Design serial_word_receiver_flat, sky130hd; sources not shown.
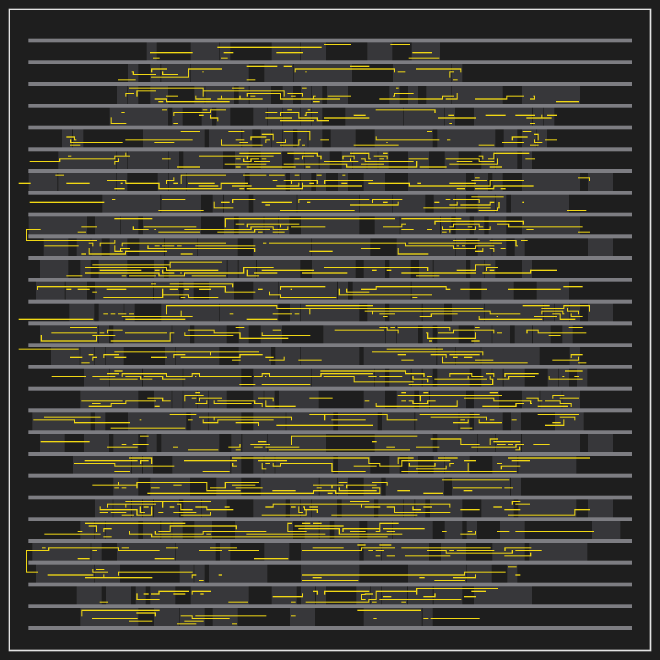
met1.png
Drawn at 8 px/µm. Supply wires on this layer in grey.
357 nets have wire on it. The longest straight run is 29.4 µm.
Routed WL: 5870 µm
met1 usage in global routing: 0.262
DR vias: 2181

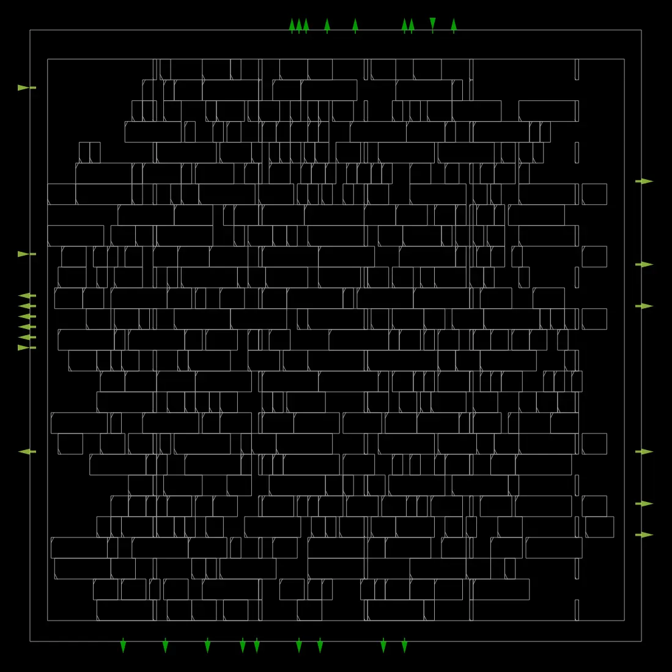
final_placement.png
Filler Cell Count: 491
Non-Filler Instances: 455
core box area: 5540 µm²

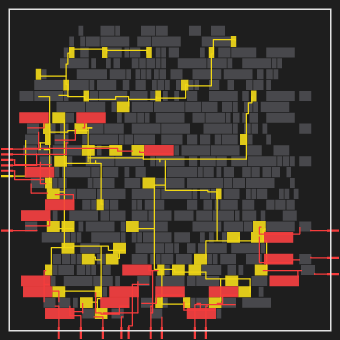
port_nets.png
Drawn at 4 px/µm.
Key: yellow = reset_n [bits 1, direction input, edge left, end cells 51, wire 506 µm]; red = link_received_word [bits 18, direction output, edge 9 bottom, 6 left, 3 right, end cells 18, wire 379 µm]
PortBufs: 32
Top-Level Pins: 33

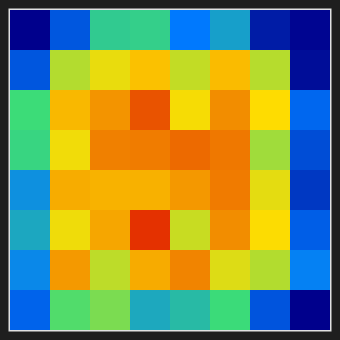
density.png
Drawn at 4 px/µm. 8 x 8 tiles, from dark blue (low) to red (high), 0 to 100% covered.
The mean over all tiles is 56%. The fullest tile reaches 94%. The densest ninth of the die: middle. 33% of the tiles are over 75% full. 4.7% of the tiles are nearly empty. The emptiest ninth of the die: top right.
final core occ: 0.659
Initial Util: 0.417

==> impl_metrics.csv <==
group,metric,value,unit
run_status,violations,"negative setup slack",
synthesis,synthTopCellsByCount,"nor2_1 (89), dfxtp_1 (60), nand2_1 (38)",
power_and_ir_drop,clkPwrFrac,0.429,
run_status,outcome,"finished with violations",
sta,finalHoldViolCount,0,
worst_setup_path,slowest_delay,0.33,ns
route,avgViaCountPerCell,4.79,
placement,hpwlAfterDp,3310,µm
cells_and_area,final_cell_area,3650,µm²
sta,setup_viol,49,
sta,fin_tns_setup,-5.67,ns
sta,hold_slack,0.411,ns
synthesis,mux_share,0,
worst_setup_path,worstPathRequired,1.48,ns
power_and_ir_drop,power,0.00382,W
clock_network,clk_latency,0.33,ns
sta,worst_slack,-0.184,ns
synthesis,aoi_share,0.107,
route,top_layer,"met4",
synthesis,yosys_cells,305,
synthesis,synthCells,305,
cells_and_area,antenna_cells,0,
cell type report:
type | count | area (µm²) | area share
Multi-Input combinational cell | 206 | 1250 | 0.343
Sequential cell | 60 | 1210 | 0.330
Timing Repair Buffer | 71 | 751 | 0.205
Clock buffer | 14 | 183 | 0.0500
Inverter | 27 | 116 | 0.0318
Tap cell | 72 | 90.1 | 0.0247
Timing Repair inverter | 4 | 47.5 | 0.0130
Clock inverter | 1 | 5.00 | 0.00137
power groups by stage:
stage          clock network (W)   logic, W  registers [W]
2_1_floorplan                  0  0.0000978        0.00200
3_3_place_gp                   0   0.000165        0.00201
3_5_place_dp                   0   0.000167        0.00201
4_1_cts                  0.00166   0.000195        0.00197
5_1_grt                  0.00176   0.000228        0.00197
6_report                 0.00164   0.000209        0.00197
Power and IR drop assume default switching activity.
